`config.mk`:
```
export PLATFORM = sky130hd
export DESIGN_NAME = pad_input_conditioner
export DESIGN_NICKNAME = d
export VERILOG_FILES = /design/src/rtl/pad_cond_pkg.sv /design/src/rtl/pad_debounce.sv /design/src/rtl/pad_input_conditioner.sv
export SDC_FILE = /design/constraint.sdc
export NUM_CORES = 1
export LEC_CHECK = 0
export CAP_MARGIN = 20
export CORE_MARGIN = 5
export CORE_UTILIZATION = 58
export CTS_CLUSTER_SIZE = 28
export DETAILED_ROUTE_END_ITERATION = 7
export PLACE_DENSITY = 0.82
export RECOVER_POWER = 50
export SLEW_MARGIN = 10
export SYNTH_ARGS = -nofsm -noshare
export SYNTH_HDL_FRONTEND = slang
export SYNTH_SLANG_ARGS = --single-unit
export TNS_END_PERCENT = 50
```
`constraint.sdc`:
```
create_clock -name clk_i -period 4 [get_ports clk_i]
set_input_delay 0.8 -clock clk_i [delete_from_list [all_inputs] [get_ports clk_i]]
set_output_delay 0.8 -clock clk_i [all_outputs]
set_load 0.03 [all_outputs]
```
`src/rtl/pad_cond_pkg.sv`:
```
// Shared definitions for the pad input conditioner: synchroniser depth limits
// and the per-pad edge event record.
package pad_cond_pkg;

    localparam int SYNC_STAGES_MIN = 2;
    localparam int SYNC_STAGES_MAX = 4;

    typedef struct packed {
        logic rise;
        logic fall;
    } pad_edge_t;

endpackage

```
`src/rtl/pad_debounce.sv`:
```
// One pad: synchroniser chain, consecutive-mismatch debounce counter and
// registered rise/fall detection. Next-state edges are exported for event_o.
module pad_debounce
    import pad_cond_pkg::*;
#(
    parameter int   SYNC_STAGES = 2,
    parameter int   DEBOUNCE_W  = 8,
    parameter logic RESET_VAL   = 1'b0
) (
    input  logic                  clk_i,
    input  logic                  rst_i,
    input  logic                  pad_i,
    input  logic                  filter_en_i,
    input  logic [DEBOUNCE_W-1:0] thr_i,
    output logic                  val_o,
    output pad_edge_t             edge_o,
    output pad_edge_t             edge_next_o
);

    logic [SYNC_STAGES-1:0] r_sync;
    logic                   r_val;
    logic [DEBOUNCE_W-1:0]  r_cnt;
    pad_edge_t              r_edge;

    logic                   w_s;
    logic                   w_val_next;
    logic [DEBOUNCE_W-1:0]  w_cnt_next;
    pad_edge_t              w_edge_next;

    assign w_s = r_sync[SYNC_STAGES-1];

    // The counter only grows while below thr, so it cannot wrap.
    always_comb begin
        w_val_next = r_val;
        w_cnt_next = '0;
        if (!filter_en_i) begin
            w_val_next = w_s;
        end else if (w_s != r_val) begin
            if (r_cnt >= thr_i) begin
                w_val_next = w_s;
            end else begin
                w_cnt_next = r_cnt + 1'b1;
            end
        end
        w_edge_next.rise = w_val_next & ~r_val;
        w_edge_next.fall = ~w_val_next & r_val;
    end

    always_ff @(posedge clk_i) begin
        if (rst_i) begin
            r_sync <= {SYNC_STAGES{RESET_VAL}};
            r_val  <= RESET_VAL;
            r_cnt  <= '0;
            r_edge <= '0;
        end else begin
            r_sync <= {r_sync[SYNC_STAGES-2:0], pad_i};
            r_val  <= w_val_next;
            r_cnt  <= w_cnt_next;
            r_edge <= w_edge_next;
        end
    end

    assign val_o       = r_val;
    assign edge_o      = r_edge;
    assign edge_next_o = w_edge_next;

endmodule

```
`src/rtl/pad_input_conditioner.sv`:
```
// Per-pad synchronise + debounce with rise/fall/event outputs.
// Define PAD_COND_STICKY_EN to add the sticky irq_status_o / irq_clear_i pair.
module pad_input_conditioner
    import pad_cond_pkg::*;
#(
    parameter int                  NUM_PADS    = 32,
    parameter int                  SYNC_STAGES = 2,
    parameter int                  DEBOUNCE_W  = 8,
    parameter logic [NUM_PADS-1:0] RESET_VAL   = '0
) (
    input  logic                  clk_i,
    input  logic                  rst_i,
    input  logic [NUM_PADS-1:0]   pad_in_i,
    input  logic [NUM_PADS-1:0]   filter_en_i,
    input  logic [DEBOUNCE_W-1:0] debounce_thr_i,
    output logic [NUM_PADS-1:0]   pad_val_o,
    output logic [NUM_PADS-1:0]   rise_o,
    output logic [NUM_PADS-1:0]   fall_o,
    output logic                  event_o
`ifdef PAD_COND_STICKY_EN
    ,
    input  logic [NUM_PADS-1:0]   irq_clear_i,
    output logic [NUM_PADS-1:0]   irq_status_o
`endif
);

    if (SYNC_STAGES < SYNC_STAGES_MIN || SYNC_STAGES > SYNC_STAGES_MAX) begin : g_sync_check
        $error("pad_input_conditioner: SYNC_STAGES out of range");
    end

    pad_edge_t             w_edge      [NUM_PADS];
    pad_edge_t             w_edge_next [NUM_PADS];
    logic [NUM_PADS-1:0]   w_any_next;
    logic                  r_event;

    for (genvar gi = 0; gi < NUM_PADS; gi++) begin : g_pad
        pad_debounce #(
            .SYNC_STAGES (SYNC_STAGES),
            .DEBOUNCE_W  (DEBOUNCE_W),
            .RESET_VAL   (RESET_VAL[gi])
        ) u_pad (
            .clk_i       (clk_i),
            .rst_i       (rst_i),
            .pad_i       (pad_in_i[gi]),
            .filter_en_i (filter_en_i[gi]),
            .thr_i       (debounce_thr_i),
            .val_o       (pad_val_o[gi]),
            .edge_o      (w_edge[gi]),
            .edge_next_o (w_edge_next[gi])
        );
        assign rise_o[gi]     = w_edge[gi].rise;
        assign fall_o[gi]     = w_edge[gi].fall;
        assign w_any_next[gi] = w_edge_next[gi].rise | w_edge_next[gi].fall;
    end

    // Registered from the next-state edge terms so it lines up with rise_o/fall_o.
    always_ff @(posedge clk_i) begin
        if (rst_i) begin
            r_event <= 1'b0;
        end else begin
            r_event <= |w_any_next;
        end
    end

    assign event_o = r_event;

`ifdef PAD_COND_STICKY_EN
    logic [NUM_PADS-1:0] r_irq_status;

    // Set has priority over a coincident clear.
    always_ff @(posedge clk_i) begin
        if (rst_i) begin
            r_irq_status <= '0;
        end else begin
            r_irq_status <= (r_irq_status & ~irq_clear_i) | rise_o | fall_o;
        end
    end

    assign irq_status_o = r_irq_status;
`endif

endmodule

```
Fig. 1: run 1, floorplan with the power grid
Scale bar: 50 um. Pins as bars on the die edge.
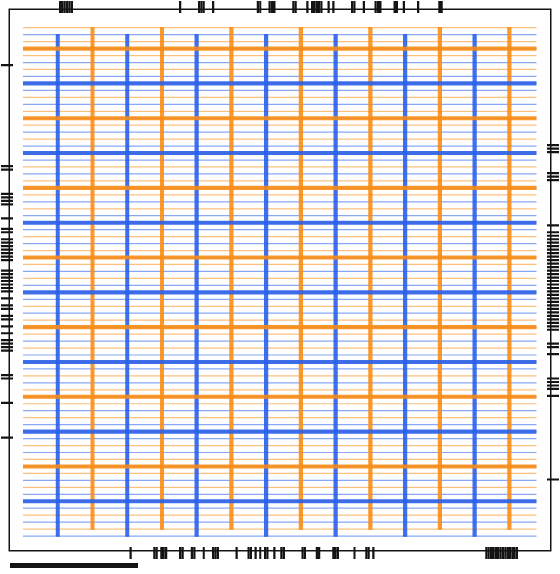
VSS: drawn in blue. VDD: drawn in orange.
74 met1 rails follow the rows. 14 straps on met5. 14 straps on met4. The core has 73 rows. 171 signal pins sit on the boundary.

Fig. 2: run 1, cell classes on the final placement
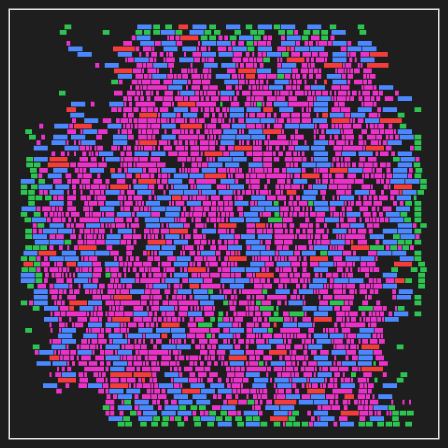
remaining logic cells: drawn in magenta, cells 1957, share of their area 55%. remaining buffers and delay cells: drawn in green, cells 198, share of their area 7.4%. registers: drawn in blue, cells 417, share of their area 31%. clock drivers and dummy loads: drawn in red, cells 84, share of their area 6.4%.

Fig. 3: run 1, clock network drawn from the DEF
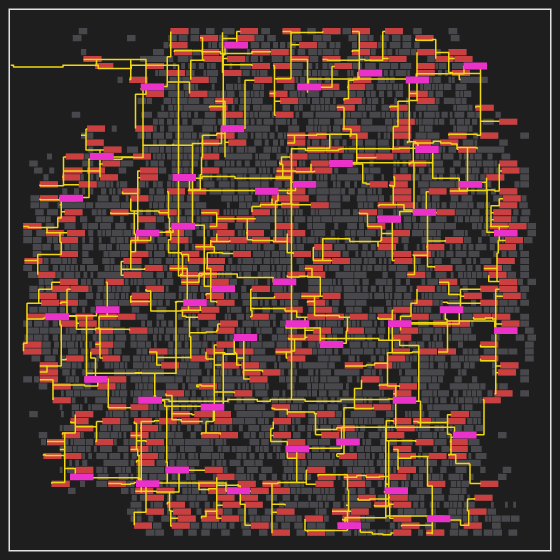
clock wires: drawn in yellow, length 5190 um. clock-net drivers: drawn in magenta, count 45. flip-flops: drawn in red, count 417.
Position of the flops: widely spread.

Fig. 4: run 1, signal wires by layer
Scale bar: 50 um.
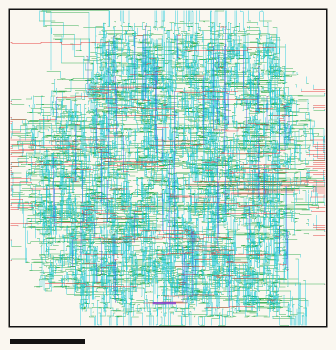
M1: drawn in green, wire length 23.7 mm. M2: drawn in cyan, wire length 26.5 mm. M5: drawn in purple, wire length 13.8 um. M4: drawn in blue, wire length 2040 um. M3: drawn in red, wire length 3070 um.

==> run summary, run 1 <==
run metrics: status finished, violations left, failing checks max-capacitance violations, max-slew violations, CTS Root Cell clkbuf_16, CTS hold repair buffers 0, CP peak stage delay 550 ps, Flops after synth 417, clock sinks 417, final slew viol count 113, AO/OA Area Share 9.823%, Hold Path Origin g_pad[8].u_pad.r_sync[0]$_SDFF_PP0_, Seq. cell area 8348 um2, worst r2r src g_pad[10].u_pad.r_cnt[0]$_SDFF_PP0_, HP Class flip-flop to flip-flop, Commonest Layout Cell dfxtp_1, logic area 14230 um2, CP startpoint kind input pin, clk_buf instances 66, PwrDens 362.8 nW/um2, drt first-iter violations 990, Non-clock inverters 133, CTS H-tree depth 2, Crit. Startpoint debounce_thr_i[6], Tool Warnings 58, clk slew on worst S/H paths 60 ps, skew final 21.21 ps, clk cell area share 6.260%, CP required 4350 ps, Routed WL 55.25 mm, area grow syn2layout 17.21%, WL per Instance 17.36 um, max cap viols 2, Synthesized Nets 2853, Dominant combinational family simple AND/OR/NAND/NOR gates, # nets final 3045, Worst IR Drop VDD 0.3450 mV, worst setup margin 315.5 ps, Post-synth top flop dfxtp_1, final hold vios 0, Core ar. 39820 um2, post-layout power 9.957 mW, via count 18070, cts bufs inserted 45, most numerous logic cells after layout 417 x dfxtp_1, 352 x ha_1, 264 x nor2_1, DPL Wire Length 39.79 mm, top cells by area dfxtp_1 36%, ha_1 19%, xor2_1 5.2%, Yosys cell types 32, CP bufs+invs 3, Worst Max-Slew Pin Slew 1933 ps, Mux area share 0%, Post-synth EDFFs 0, critical path depth in cells 13, Ports 171, Die X 210.9 um, Post-synth ARST share 0%, xor+xnor area frac 8.380%, n_diodes 1, Tcrit/Tclk final 92.11%, port buffer count 170, Max Clock Freq 271.4 MHz, YS chip area 23410 um2, number of global-route vias before repair 18500, non-clock buffer total of the final layout 198, Final ANT Viol Nets 0, Yosys top cell by instances dfxtp_1, GRT Overall Usage 24.44%, Top-area cell share 35.66%, Syn Std Cell Area 23410 um2, initial antenna violation count 2, TNS Setup 0 ps, die height 210.9 um, number of cells on the worst reg-to-reg path 11, Synthesis Warnings 0
==> run 1: routing by layer <==
layer	share of wire, %	global-route usage (%)
met2	48	42.37
met5	0.024	0
met3	5.5	4.500
met1	43	30.44
met4	3.7	8.987
==> run 1: stage by stage <==
step	hold slack (ps)	cell area [um2]	instances	util, %
2_1_floorplan	413.8	23410	2427	-
3_3_place_gp	419.7	25770	3097	64.71
3_5_place_dp	424.2	25770	3097	64.71
4_1_cts	430.8	27490	3181	69.03
5_1_grt	449.3	27440	3181	68.90
6_report	429.0	27440	3182	68.91
==> run 1: power by group <==
part / internal [mW] / switching (mW)
logic: 0.441 / 0.518
clock network: 2.99 / 1.73
registers: 4.23 / 0.0553
Fig. 5: run 1, routing congestion map
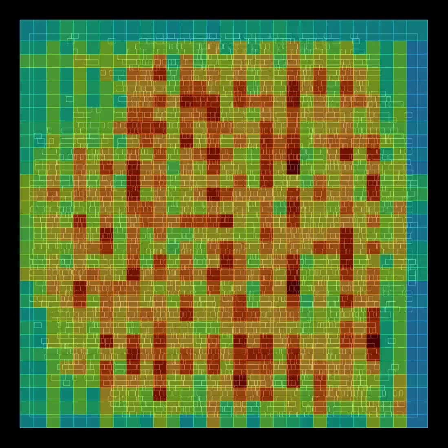

==> run 2: changes to the inputs <==
--- a/config.mk
+++ b/config.mk
@@ -8,6 +8,7 @@
 export CAP_MARGIN = 20
 export CORE_MARGIN = 5
 export CORE_UTILIZATION = 58
+export CTS_BUF_LIST = sky130_fd_sc_hd__clkbuf_4
 export CTS_CLUSTER_SIZE = 28
 export DETAILED_ROUTE_END_ITERATION = 7
 export PLACE_DENSITY = 0.82
@@ -16,4 +17,3 @@
 export SYNTH_ARGS = -nofsm -noshare
 export SYNTH_HDL_FRONTEND = slang
 export SYNTH_SLANG_ARGS = --single-unit
-export TNS_END_PERCENT = 50
Fig. 6: run 2, routing congestion map
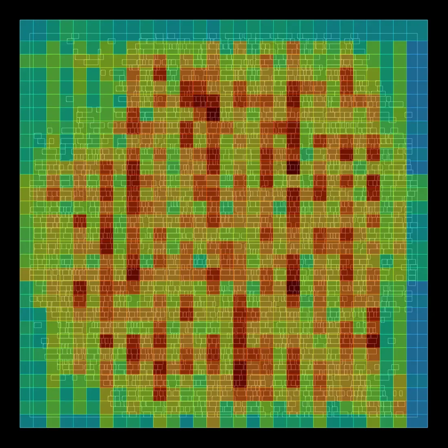
WL per Instance: 16.49 um
routing usage on met1: 29.44%
met3 Track Usage GR: 5.020%
post-layout util: 67.25%
met2 usage: 40.55%

Fig. 7: run 2, clock network drawn from the DEF
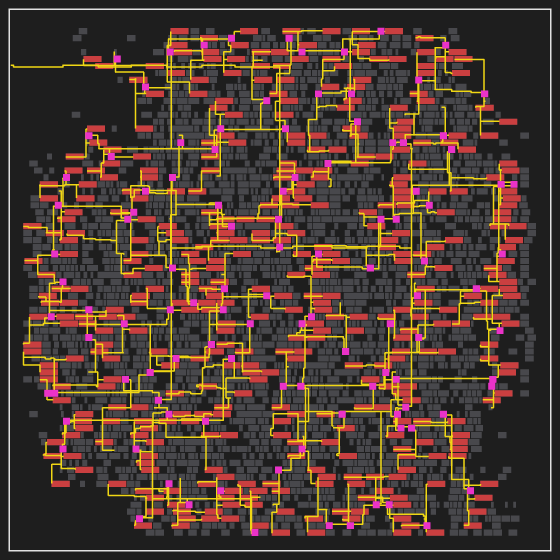
clock wires: drawn in yellow, length 5780 um. flip-flops: drawn in red, count 417. clock-net drivers: drawn in magenta, count 109.
Position of the flops: widely spread.

==> run summary, run 2 <==
run metrics: # nets final 3109 (was 3045), DPL Wire Length 39.79 mm (unchanged), max cap viols 2 (unchanged), critical path depth in cells 12 (was 13), YS chip area 23410 um2 (unchanged), Routed WL 54.15 mm (was 55.25 mm), Hold Path Origin g_pad[17].u_pad.r_sync[0]$_SDFF_PP0_ (was g_pad[8].u_pad.r_sync[0]$_SDFF_PP0_), n_diodes 1 (unchanged), clk_buf instances 150 (was 66), CTS hold repair buffers 0 (unchanged), Data buffer area share 7.382% (was 7.254%), Final ANT Viol Nets 0 (unchanged), sw power 2.280 mW (was 2.303 mW), final slew viol count 82 (was 113), Mux area share 0% (unchanged), Die ar. 44490 um2 (unchanged), Tool Warnings 58 (unchanged), worst setup path end event_o$_SDFF_PP0_ (unchanged), Worst IR Drop VDD 0.2802 mV (was 0.3450 mV), MI comb cells 1824 (unchanged), PwrDens 325.5 nW/um2 (was 362.8 nW/um2), Post-CTS Setup Bufs 0 (unchanged), CP required 4620 ps (was 4350 ps), CTS Root Cell clkbuf_4 (was clkbuf_16), Post-synth ARST share 0% (unchanged), final cell count without fillers 3283 (was 3182), Die X 210.9 um (unchanged), wire length on met2 25.56 mm (was 26.47 mm), logic area 14000 um2 (was 14230 um2), number of global-route vias before repair 18700 (was 18500), Post-synth top flop dfxtp_1 (unchanged), Clk. pwr 3.50 mW (was 4.72 mW), Seq. cell area 8348 um2 (unchanged), cts bufs inserted 109 (was 45), Pint 6.437 mW (was 7.654 mW), drt first-iter violations 953 (was 990), Worst Max-Slew Pin Slew 2247 ps (was 1933 ps), worst skew pair latency 790 ps (was 580 ps), clock sinks 417 (unchanged), clock power share 40.2% (was 47.4%), Sw Ratio 26.15% (was 23.13%), area grow syn2layout 14.39% (was 17.21%), CTS H-tree depth 3 (was 2), HP Class flip-flop to flip-flop (unchanged), status finished, violations left (unchanged), final hold vios 0 (unchanged), Post-synth EDFFs 0 (unchanged), sequential logic power 4.28 mW (about the same), Synthesized Nets 2853 (unchanged), Yosys cell types 32 (unchanged), CP peak stage delay 560 ps (was 550 ps), met1 WL 23.27 mm (was 23.66 mm), Comb pwr share 10.7% (was 9.6%), critical-path cell list clkdlybuf4s50_1 > inv_1 > ha_1 > a2111oi_0 > o31ai_1 > or2_2 > nand3_1 > ha_1 > nand4_1 > nor4_1 > buf_4 > a21oi_1 (was dlygate4sd3_1 > inv_2 > buf_4 > ha_1 > nand3_1 > nand4b_1 > or2_2 > or2_2 > nand3_1 > ha_1 > nand4_1 > nor4_1 > a21oi_1), WHS 432.6 ps (was 429.0 ps), Max Clock Freq 275.8 MHz (was 271.4 MHz), WL met3 3.253 mm (was 3.065 mm), Yosys top cell by instances dfxtp_1 (unchanged), AO/OA Area Share 9.823% (unchanged), n_taps 525 (unchanged), port buffer count 170 (unchanged), initial antenna violation count 3 (was 2), Flops after synth 417 (unchanged), skew final 45.23 ps (was 21.21 ps), number of cells on the worst reg-to-reg path 12 (was 11), Top Metal Used met5 (unchanged), Comb. pwr 0.935 mW (was 0.959 mW), CP bufs+invs 3 (unchanged), Non-clock inverters 133 (unchanged), Worst path slowest cell inv_1 (was dlygate4sd3_1), Crit. Startpoint debounce_thr_i[1] (was debounce_thr_i[6]), Synthesis Warnings 0 (unchanged), busiest layer in global routing met2 (unchanged), most common library cells after synthesis 417 x dfxtp_1, 352 x ha_1, 264 x nor2_1 (unchanged), Top-area cell share 35.66% (unchanged), Dominant combinational family simple AND/OR/NAND/NOR gates (unchanged), Syn Std Cell Area 23410 um2 (unchanged), Top pwr grp registers (was clock), die height 210.9 um (unchanged), CP startpoint kind input pin (unchanged), failing checks max-capacitance violations, max-slew violations (unchanged), clk slew on worst S/H paths 70 ps (was 60 ps), non-clock buffer total of the final layout 198 (unchanged), top cells by area dfxtp_1 36%, ha_1 19%, xor2_1 5.2% (unchanged), Core ar. 39820 um2 (unchanged), Reg power frac 49.1% (was 43.0%), placed insts 3097 (unchanged), Synth Seq Share 35.66% (unchanged), GRT Overall Usage 23.89% (was 24.44%), Tcrit/Tclk final 90.63% (was 92.11%)
run 2: cell count changes in the layout (fill, tap and decap cells not counted), moves of 2 or more:
cell             before  now
a2111oi_0             1   13
a2111oi_4            31   19
bufinv_16             9    1
clkbuf_1              8    5
clkbuf_16            47    0
clkbuf_4              0  150
clkbuf_8             14    0
clkdlybuf4s50_1      70  156
clkinv_1              0   26
clkinv_2              4    6
clkinvlp_4            3    1
dlygate4sd3_1        98   12
run 2: metrics by stage:
step / power, mW / setup WS (ps) / setup TNS [ps] / area [um2]
global placement: 5.306 / 36.22 / 0 / 25770
global route: 9.166 / 287.1 / 0 / 26780
detailed placement: 5.338 / -63.68 / -63.68 / 25770
floorplan: 4.966 / 698.1 / 0 / 23410
finish: 8.717 / 374.6 / 0 / 26780
CTS: 8.868 / 783.0 / 0 / 27070
Fig. 8: run 2, floorplan with the power grid
Scale bar: 50 um. Pins as bars on the die edge.
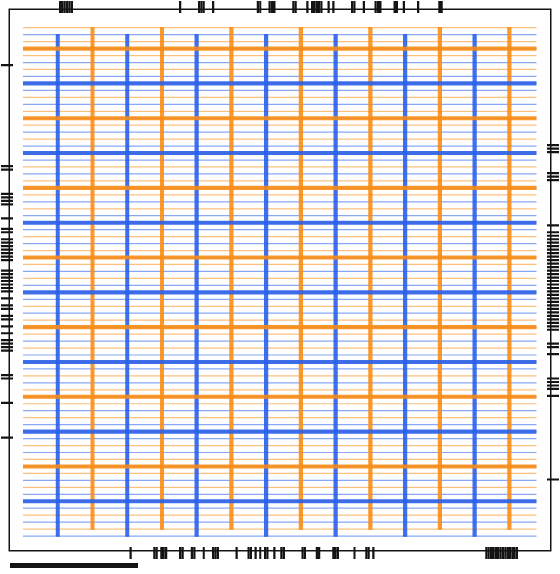

==> run 3: changes to the inputs <==
--- a/config.mk
+++ b/config.mk
@@ -7,11 +7,11 @@
 export LEC_CHECK = 0
 export CAP_MARGIN = 20
 export CORE_MARGIN = 5
-export CORE_UTILIZATION = 58
+export CORE_UTILIZATION = 55
 export CTS_BUF_LIST = sky130_fd_sc_hd__clkbuf_4
 export CTS_CLUSTER_SIZE = 28
 export DETAILED_ROUTE_END_ITERATION = 7
-export PLACE_DENSITY = 0.82
+export PLACE_DENSITY = 0.81
 export RECOVER_POWER = 50
 export SLEW_MARGIN = 10
 export SYNTH_ARGS = -nofsm -noshare
==> constraint.sdc (replaced) <==
create_clock -name clk_i -period 3.2 [get_ports clk_i]
set_input_delay 0.64 -clock clk_i [delete_from_list [all_inputs] [get_ports clk_i]]
set_output_delay 0.64 -clock clk_i [all_outputs]
set_load 0.03 [all_outputs]
Fig. 9: run 3, floorplan with the power grid
Scale bar: 50 um. Pins as bars on the die edge.
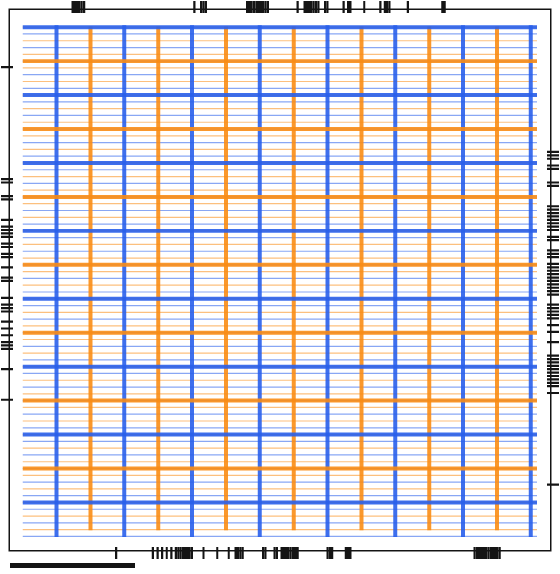
VSS: drawn in blue. VDD: drawn in orange.
171 signal pins sit on the boundary. 15 straps on met4. The core has 75 rows. 76 met1 rails follow the rows. 15 straps on met5.

Fig. 10: run 3, routing congestion map
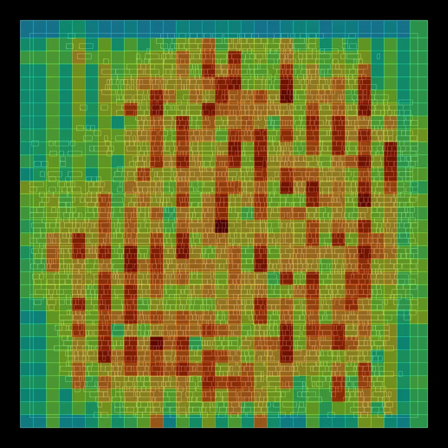
post-layout util: 67.15%
GRT Overall Usage: 23.85%
routing usage on met1: 28.12%
met2 usage: 42.24%

==> run summary, run 3 <==
run metrics: Post-synth ARST share 0% (unchanged), DPL Wire Length 42.51 mm (was 39.79 mm), critical path depth in cells 14 (was 12), Max Clock Freq 323.4 MHz, Top-area cell share 35.66% (unchanged), drt via density 5.502 (was 5.588), CP required 3820 ps (was 4620 ps), most numerous logic cells after layout 417 x dfxtp_1, 352 x ha_1, 264 x nor2_1 (unchanged), Synthesized Nets 2853 (unchanged), Slew HR -11.85% (was -49.83%), CP peak stage delay 410 ps (was 560 ps), Worst path slowest cell clkdlybuf4s50_1 (was inv_1), HP Class input pin to flip-flop (was flip-flop to flip-flop), CTS resizes 0 (unchanged), Non-clock inverters 133 (unchanged), PwrDens 395.0 nW/um2 (was 325.5 nW/um2), DR DRC count 0 (unchanged), Ports 171 (unchanged), gpl congestion 0.8544 (was 0.8970), area grow syn2layout 20.58% (was 14.39%), top cells by area dfxtp_1 36%, ha_1 19%, xor2_1 5.2% (unchanged), worst r2r src g_pad[6].u_pad.r_cnt[0]$_SDFF_PP0_ (was g_pad[27].u_pad.r_cnt[0]$_SDFF_PP0_), Worst IR Drop VDD 0.2384 mV (was 0.2802 mV), # nets final 3275 (was 3109), xor+xnor area frac 8.380% (unchanged), worst setup path end event_o$_SDFF_PP0_ (unchanged), n_taps 539 (was 525), Top Metal Used met4 (was met5), Yosys cell types 32 (unchanged), Synthesis Warnings 0 (unchanged), met1 WL 24.40 mm (was 23.27 mm), Placed Area 27120 um2 (was 25770 um2), fp_density 55.69% (was 58.79%), port buffer count 170 (unchanged), CP bufs+invs 4 (was 3), Final ANT Viol Nets 0 (unchanged), global-route wire length before repair 93.50 mm (was 88.69 mm), largest net degree at the start of global routing 65 (was 76), Crit. End Element flip-flop (unchanged), Synth Area per Inst 9.647 um2 (unchanged), number of cells on the worst reg-to-reg path 12 (unchanged), clk_buf instances 151 (was 150), total grt overflow 0 (unchanged), Yosys top cell by instances dfxtp_1 (unchanged), via count 19080 (was 18340), critical-path cell list clkdlybuf4s50_1 > inv_1 > buf_4 > ha_1 > nand3_1 > nand4b_1 > or2_2 > or2_2 > nand3_1 > ha_1 > nand4_1 > nor4_1 > buf_4 > a21oi_1 (was clkdlybuf4s50_1 > inv_1 > ha_1 > a2111oi_0 > o31ai_1 > or2_2 > nand3_1 > ha_1 > nand4_1 > nor4_1 > buf_4 > a21oi_1), clock sinks 417 (unchanged), Tool Warnings 58 (unchanged), Mux area share 0% (unchanged), Flops after synth 417 (unchanged), dominant kind of cell logic gates (unchanged), non-clock buffer total of the final layout 366 (was 198), CP startpoint kind input pin (unchanged), YS chip area 23410 um2 (unchanged), Worst Setup Path Type input pin to flip-flop (unchanged), max cap viols 2 (unchanged), skew final 42.51 ps (was 45.23 ps), Routed WL 57.22 mm (was 54.15 mm), clk buf depth 3 (unchanged), Hold Crit Depth 2 (was 1), CTS H-tree depth 3 (unchanged), worst setup margin 108.0 ps (was 374.6 ps), Core ar. 42040 um2 (was 39820 um2), AO/OA Area Share 9.823% (unchanged), final hold vios 0 (unchanged), logic area 14080 um2 (was 14000 um2), number of global-route vias before repair 19780 (was 18700), Die ar. 46790 um2 (was 44490 um2), Post-synth EDFFs 0 (unchanged), MI comb cells 1824 (unchanged), Commonest Layout Cell dfxtp_1 (unchanged), failing checks max-capacitance violations, max-slew violations (unchanged), logic share of the area 49.88% (was 52.28%), Synth area leader dfxtp_1 (unchanged), final slew viol count 102 (was 82), post-layout power 11.15 mW (was 8.717 mW), Worst Hold End g_pad[6].u_pad.r_sync[0]$_SDFF_PP0_ (was g_pad[17].u_pad.r_sync[1]$_SDFF_PP0_), drt first-iter violations 886 (was 953), Syn Std Cell Area 23410 um2 (unchanged), yosys cell count 2427 (unchanged), n_diodes 2 (was 1), Seq. cell area 8348 um2 (unchanged), unrepaired setup endpoints after global routing no (unchanged), CTS Root Cell clkbuf_4 (unchanged), Hold Path Origin pad_in_i[6] (was g_pad[17].u_pad.r_sync[0]$_SDFF_PP0_), Post-CTS Setup Bufs 0 (unchanged), WL per Instance 16.50 um (was 16.49 um), Place WS -607.6 ps (was -63.68 ps), wire length on met2 27.80 mm (was 25.56 mm), cts bufs inserted 107 (was 109), TNS Setup 0 ps (unchanged), worst skew pair latency 820 ps (was 790 ps), TritonRoute pass-1 iters 8 (was 7), fin area 28230 um2 (was 26780 um2), Post-synth top flop dfxtp_1 (unchanged), busiest layer in global routing met2 (unchanged), Tcrit/Tclk final 96.62%, CTS tree yes (unchanged), most common library cells after synthesis 417 x dfxtp_1, 352 x ha_1, 264 x nor2_1 (unchanged), Reg-to-Reg End event_o$_SDFF_PP0_ (unchanged), met3 Track Usage GR 4.577% (was 5.020%), die height 216.3 um (was 210.9 um), max reg flops 256 (unchanged), Synth Seq Share 35.66% (unchanged), top register by number of flip-flops g_pad.u_pad.r_cnt (unchanged), Crit. Startpoint debounce_thr_i[6] (was debounce_thr_i[1]), WL met3 2.881 mm (was 3.253 mm), clk slew on worst S/H paths 60 ps (was 70 ps), Data buffer area share 11.66% (was 7.382%), Die X 216.3 um (was 210.9 um), Worst Max-Slew Pin Slew 1678 ps (was 2247 ps), status finished, violations left (unchanged), initial antenna violation count 2 (was 3), Dominant combinational family simple AND/OR/NAND/NOR gates (unchanged), clk cell area share 4.711% (was 4.836%), CTS hold repair buffers 0 (unchanged), Seq/total area 29.57% (was 31.17%)
## run 3: through the flow
stage / hold slack [ps] / cells
finish: 377.9 / 3468
global route: 313.6 / 3468
CTS: 221.8 / 3466
detailed placement: 420.4 / 3279
global placement: 421.7 / 3279
floorplan: 413.8 / 2427
## run 3: cell families after synthesis
family                     count (synthesis)
AOI/OAI and AO/OA                        227
xor gates and xnor gates                 224
adders and majority gates                352
buffers and inverters                    186
DFF                                      417
and+or+nand+nor                         1021
## run 3: worst reg2reg max path: cells and delay by family, from the launching register on
kind	cells	cell delay [ps]
fa+ha+maj	2	620
compound gates	3	660
buf+inv	2	260
simple gates	5	860
flops	1	440
## run 3: power breakdown
part | switching, mW | internal (mW)
combinational | 0.661 | 0.629
sequential | 0.0707 | 5.28
clock | 2.19 | 2.32
No activity file was given, so power comes from the tool's default toggle rates.
